<file path="src/rtl/nibble_serial_pkg.sv">
// Shared types and helpers for the nibble-serial adder/subtractor.
package nibble_serial_pkg;

  localparam int DIGIT_W = 4;

  typedef enum logic [1:0] {
    IDLE,
    RUN,
    DONE
  } state_t;

  // Signed extreme for a given width: min when neg=1, max otherwise.
  function automatic logic [63:0] sat_value(input logic neg, input int width);
    logic [63:0] msb;
    msb = 64'd1 << (width - 1);
    return neg ? msb : (msb - 64'd1);
  endfunction

endpackage

</file>
<file path="src/rtl/nibble_serial_addsub_slice.sv">
// Combinational 4-bit adder slice; also exposes the carry into bit 3 so the
// caller can form signed overflow on the most significant digit.
module addsub4_slice
  import nibble_serial_pkg::*;
(
  input  logic [DIGIT_W-1:0] a,
  input  logic [DIGIT_W-1:0] b,
  input  logic               cin,
  output logic [DIGIT_W-1:0] sum,
  output logic               cout,
  output logic               c3
);

  logic [DIGIT_W-1:0] low;
  logic [1:0]         high;

  always_comb begin
    low  = {1'b0, a[DIGIT_W-2:0]} + {1'b0, b[DIGIT_W-2:0]} + {{(DIGIT_W-1){1'b0}}, cin};
    c3   = low[DIGIT_W-1];
    high = {1'b0, a[DIGIT_W-1]} + {1'b0, b[DIGIT_W-1]} + {1'b0, c3};
    sum  = {high[0], low[DIGIT_W-2:0]};
    cout = high[1];
  end

endmodule

</file>
<file path="src/rtl/nibble_serial_addsub.sv">
// WIDTH-bit add/subtract computed one 4-bit digit per clock, LSB digit first.
// Define ADDSUB_SAT_EN to clamp overflowing results to the signed extremes.
module nibble_serial_addsub
  import nibble_serial_pkg::*;
#(
  parameter int WIDTH = 16
) (
  input  logic             clk,
  input  logic             rst_n,
  input  logic             in_valid,
  output logic             in_ready,
  input  logic [WIDTH-1:0] in_a,
  input  logic [WIDTH-1:0] in_b,
  input  logic             in_sub,
  output logic             out_valid,
  input  logic             out_ready,
  output logic [WIDTH-1:0] out_sum,
  output logic             out_cout,
  output logic             out_ovf
);

  localparam int DIGITS = WIDTH / DIGIT_W;
  localparam int CNT_W  = $clog2(DIGITS);

  generate
    if ((WIDTH % DIGIT_W) != 0 || WIDTH < 8) begin : g_bad_width
      $error("nibble_serial_addsub: WIDTH must be a multiple of 4 and >= 8");
    end
  endgenerate

  state_t             state_reg;
  state_t             state_next;
  logic [WIDTH-1:0]   a_reg;
  logic [WIDTH-1:0]   b_reg;
  logic [WIDTH-1:0]   res_reg;
  logic [WIDTH-1:0]   res_next;
  logic [WIDTH-1:0]   final_sum;
  logic               carry_reg;
  logic [CNT_W-1:0]   count_reg;
  logic [DIGIT_W-1:0] slice_sum;
  logic               slice_cout;
  logic               slice_c3;

  addsub4_slice u_slice (
    .a    (a_reg[DIGIT_W-1:0]),
    .b    (b_reg[DIGIT_W-1:0]),
    .cin  (carry_reg),
    .sum  (slice_sum),
    .cout (slice_cout),
    .c3   (slice_c3)
  );

  // New digits enter at the top so the LSB digit lands at bit 0 after DIGITS shifts.
  assign res_next = {slice_sum, res_reg[WIDTH-1:DIGIT_W]};

`ifdef ADDSUB_SAT_EN
  // On overflow the wrapped sign is inverted, so the true sign is ~slice_sum[MSB].
  always_comb begin
    final_sum = res_next;
    if (slice_c3 ^ slice_cout) begin
      final_sum = WIDTH'(sat_value(~slice_sum[DIGIT_W-1], WIDTH));
    end
  end
`else
  assign final_sum = res_next;
`endif

  assign in_ready  = (state_reg == IDLE);
  assign out_valid = (state_reg == DONE);

  always_ff @(posedge clk or negedge rst_n) begin
    if (!rst_n) begin
      state_reg <= IDLE;
    end else begin
      state_reg <= state_next;
    end
  end

  always_comb begin
    state_next = state_reg;
    case (state_reg)
      IDLE:    if (in_valid) state_next = RUN;
      RUN:     if (count_reg == '0) state_next = DONE;
      DONE:    if (out_ready) state_next = IDLE;
      default: state_next = IDLE;
    endcase
  end

  always_ff @(posedge clk or negedge rst_n) begin
    if (!rst_n) begin
      a_reg     <= '0;
      b_reg     <= '0;
      res_reg   <= '0;
      carry_reg <= 1'b0;
      count_reg <= '0;
      out_sum   <= '0;
      out_cout  <= 1'b0;
      out_ovf   <= 1'b0;
    end else begin
      case (state_reg)
        IDLE: begin
          if (in_valid) begin
            // Subtract as A + ~B + 1: invert B here, the +1 enters as the first carry.
            a_reg     <= in_a;
            b_reg     <= in_b ^ {WIDTH{in_sub}};
            carry_reg <= in_sub;
            count_reg <= CNT_W'(DIGITS - 1);
          end
        end
        RUN: begin
          a_reg     <= a_reg >> DIGIT_W;
          b_reg     <= b_reg >> DIGIT_W;
          res_reg   <= res_next;
          carry_reg <= slice_cout;
          if (count_reg == '0) begin
            out_sum  <= final_sum;
            out_cout <= slice_cout;
            out_ovf  <= slice_c3 ^ slice_cout;
          end else begin
            count_reg <= count_reg - CNT_W'(1);
          end
        end
        default: ;
      endcase
    end
  end

endmodule

</file>
<file path="config.mk">
export PLATFORM = sky130hd
export DESIGN_NAME = nibble_serial_addsub
export DESIGN_NICKNAME = d
export VERILOG_FILES = /design/src/rtl/nibble_serial_pkg.sv /design/src/rtl/nibble_serial_addsub_slice.sv /design/src/rtl/nibble_serial_addsub.sv
export SDC_FILE = /design/constraint.sdc
export NUM_CORES = 1
export LEC_CHECK = 0
export CELL_PAD_IN_SITES_DETAIL_PLACEMENT = 0
export CELL_PAD_IN_SITES_GLOBAL_PLACEMENT = 1
export CORE_ASPECT_RATIO = 0.75
export CORE_MARGIN = 10
export CORE_UTILIZATION = 43
export CTS_CLUSTER_DIAMETER = 100
export CTS_CLUSTER_SIZE = 12
export DETAILED_ROUTE_END_ITERATION = 8
export PLACE_DENSITY = 0.9
export SLEW_MARGIN = 20
export SYNTH_ARGS = -nofsm -noshare
export SYNTH_HDL_FRONTEND = slang
export SYNTH_SLANG_ARGS = --single-unit
</file>
<file path="constraint.sdc">
create_clock -name clk -period 4 [get_ports clk]
set_input_delay 0.8 -clock clk [delete_from_list [all_inputs] [get_ports clk]]
set_output_delay 0.8 -clock clk [all_outputs]
set_load 0.01 [all_outputs]
</file>
### Local utilization

The bar under the picture is 20 um long. The die is cut into 12 by 9 equal tiles; dark purple is low, yellow is high, 0 to 100% covered.
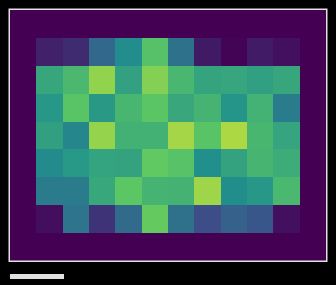
The densest ninth of the die: centre. 7.4% of the tiles are over 75% full. The mean over all tiles is 34%.
core outline area: 0.00683 mm2
Finished Core Util: 55.2%
floorplan utilization: 44.3%

### The clock network

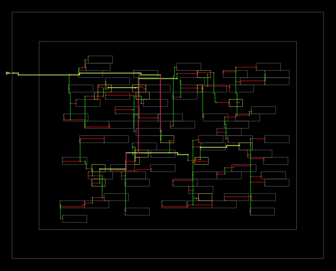
clock latency on the worst-skew pair: 0.34 ns
flip-flops: 67

### Sequential cells grouped by signal name

The bar under the picture is 20 um long. Other sequential cells in the stronger grey, the rest of the logic in the fainter grey.
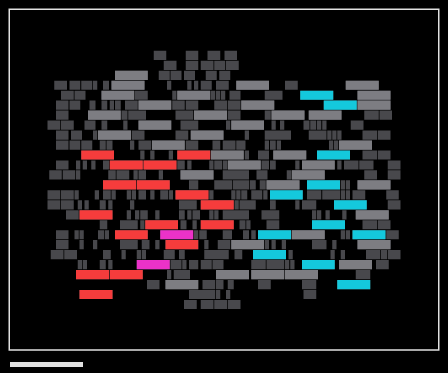
`count_reg`: shown in magenta, sequential cells 2. `res_reg`: shown in cyan, sequential cells 12. `a_reg`: shown in red, sequential cells 16.
Another 37 sequential cells are not coloured.
Seq/total area: 44.4%
sequential cell area in the final layout: 0.00168 mm2

### Wiring heat map

The die is cut into 23 by 19 equal tiles; dark purple is low, yellow is high, scaled to the fullest tile. Values are wire area over tile area, all layers added.
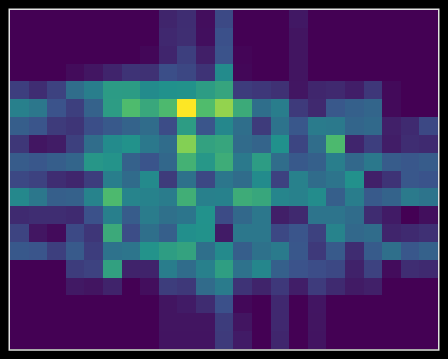
30% of the tiles are nearly empty. The fullest tile reaches 0.45. The densest ninth of the die: centre.
via count: 2,121
GRT Resource Usage Total: 12.2%
average wire length per cell after detail routing: 14.3 um
wirelength, routed: 6130 um

### Wiring by layer

Only two layers are drawn.
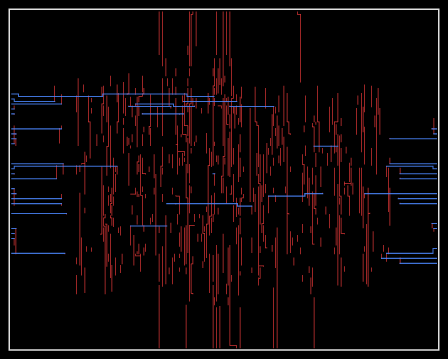
metal 2: shown in red, wire length 2,620 um. metal 3: shown in blue, wire length 483 um.

==> impl_results.rst <==
Synthesis and place-and-route
=============================

.. list-table::
   :header-rows: 1

   * - Metric
     - Value
   * - Non-clock buffer total of the final layout
     - between 50 and 60
   * - 1st-iter DRT viols
     - 115
   * - Switching component of the power
     - approximately 1.1 mW
   * - Startpoint Class
     - flip-flop
   * - Cell row count
     - 26
   * - Share of Yosys cell area claimed by the top area cell type
     - 55.4%
   * - Critical Path Slowest Stage Cell
     - clkdlybuf4s50_1
   * - H-Tree Depth
     - 3
   * - Initial antenna violation count
     - 0
   * - Peak supply drop
     - roughly 0.32 mV
   * - Yosys Chip Area
     - just over 0.003 mm2
   * - XOR-XNOR Cells, Area Fraction
     - under 10%
   * - Non-clock inverter count in the final layout
     - 9
   * - Power density cells
     - 788 mW/mm2
   * - Post-synthesis sequential area ratio
     - 55.4%
   * - Biggest area consumer among synthesized cells
     - dfrtp_1
   * - Portion of netlist area occupied by mux cells
     - under 10%
   * - Largest net degree at the start of global routing
     - between 50 and 60
   * - First-pass iteration count of the detailed router
     - 4
   * - Static leakage
     - around 1.7 nW
   * - Most common reg cell
     - dfrtp_1
   * - Count of input and output buffers
     - ~56
   * - Number of buffers and inverters on the critical path
     - 2
   * - Layout cells sized above 1
     - between 6 and 7%
   * - Basic-gate share of the synthesized area counting and, or, nand and nor cells
     - between 15 and 20%
   * - Worst slack on hold paths
     - approximately 0.48 ns
   * - Launch instance of the worst min-delay path
     - count_reg[0]
   * - Number of diodes
     - 0
   * - Filler Cells Inserted
     - 606
   * - Number of flip-flops and latches in the synthesized netlist
     - about 67
   * - Vertical die dimension
     - between 90 and 100 um
   * - Worst path cell trace
     - nand2b_1, inv_1, clkdlybuf4s50_1
   * - RePlAce Congestion
     - ~0.77
   * - Final cell area excluding filler cells
     - 0.00377 mm2
   * - Worst-case hold path end point
     - count_reg[0]
   * - Run status
     - finished clean
   * - Clock transition at the registers of the reported paths
     - 0.06 ns
   * - Number of design rule violations left after detail routing
     - 0
   * - RSZ-0062 raised after global routing
     - no
   * - Number of hold buffers added after cts
     - 0
   * - X dimension of the die
     - around 120 um
   * - Maximum cell stage delay along the critical path
     - 0.52 ns
   * - Most common cell in the netlist
     - nand2_1
   * - Tally of unique sky130hd cells used after synthesis
     - 32
   * - Setup WS post-layout
     - roughly 1.6 ns
   * - Data buffer area share
     - between 15 and 20%
   * - Area-dominant cell class after layout
     - sequential cells
   * - Met1 usage in global routing
     - between 15 and 20%
   * - Top non-seq family
     - simple AND/OR/NAND/NOR gates
   * - Total of warnings raised by yosys
     - 0
   * - Number of multi-input logic gates
     - approximately 190
   * - Crit Path Class
     - reg2out
   * - Power consumption
     - approximately 3 mW
   * - Sequential cell fraction of total power
     - 40.6%
   * - Crit path max-delay family
     - buffers and inverters
   * - Layout-stage area growth over the synthesis result
     - 24.7%
   * - Area fraction in full adders, half adders and majority gates
     - under 10%
   * - Cells taking the most area after synthesis
     - dfrtp_1 55%, nand2_1 8.6%, mux2_1 4.8%
power by group through the flow:
stage / Sequential [mW] / Combinational [mW] / Clock [mW]
detailed placement: 1.22 / 1.28 / 0
global placement: 1.21 / 1.23 / 0
finish: 1.21 / 1.26 / 0.504
global route: 1.25 / 1.44 / 0.553
floorplan: 1.19 / 0.900 / 0
CTS: 1.21 / 1.28 / 0.518
cell usage in the layout (no fill, tap or decap), drive strengths merged, types with 9 or more instances in the layout:
master          n
xnor2          16
nand2          69
dfrtp          67
a221o          12
nand3          10
inv             9
clkdlybuf4s50  55
clkbuf         13
o21ai          13
a31oi          13
nor2           27
mux2           13
metal layers:
layer  share of wire, %  routed length, um  vias to the layer above
met2                 43               2620                       56
met3                7.9                482                        7
met5                  0                  0                        -
li1                   -                  -                     1070
met1                 48               2960                      988
met4               0.90                 55                        0
Power figures rest on the tool's default switching activity, not on a simulated workload.
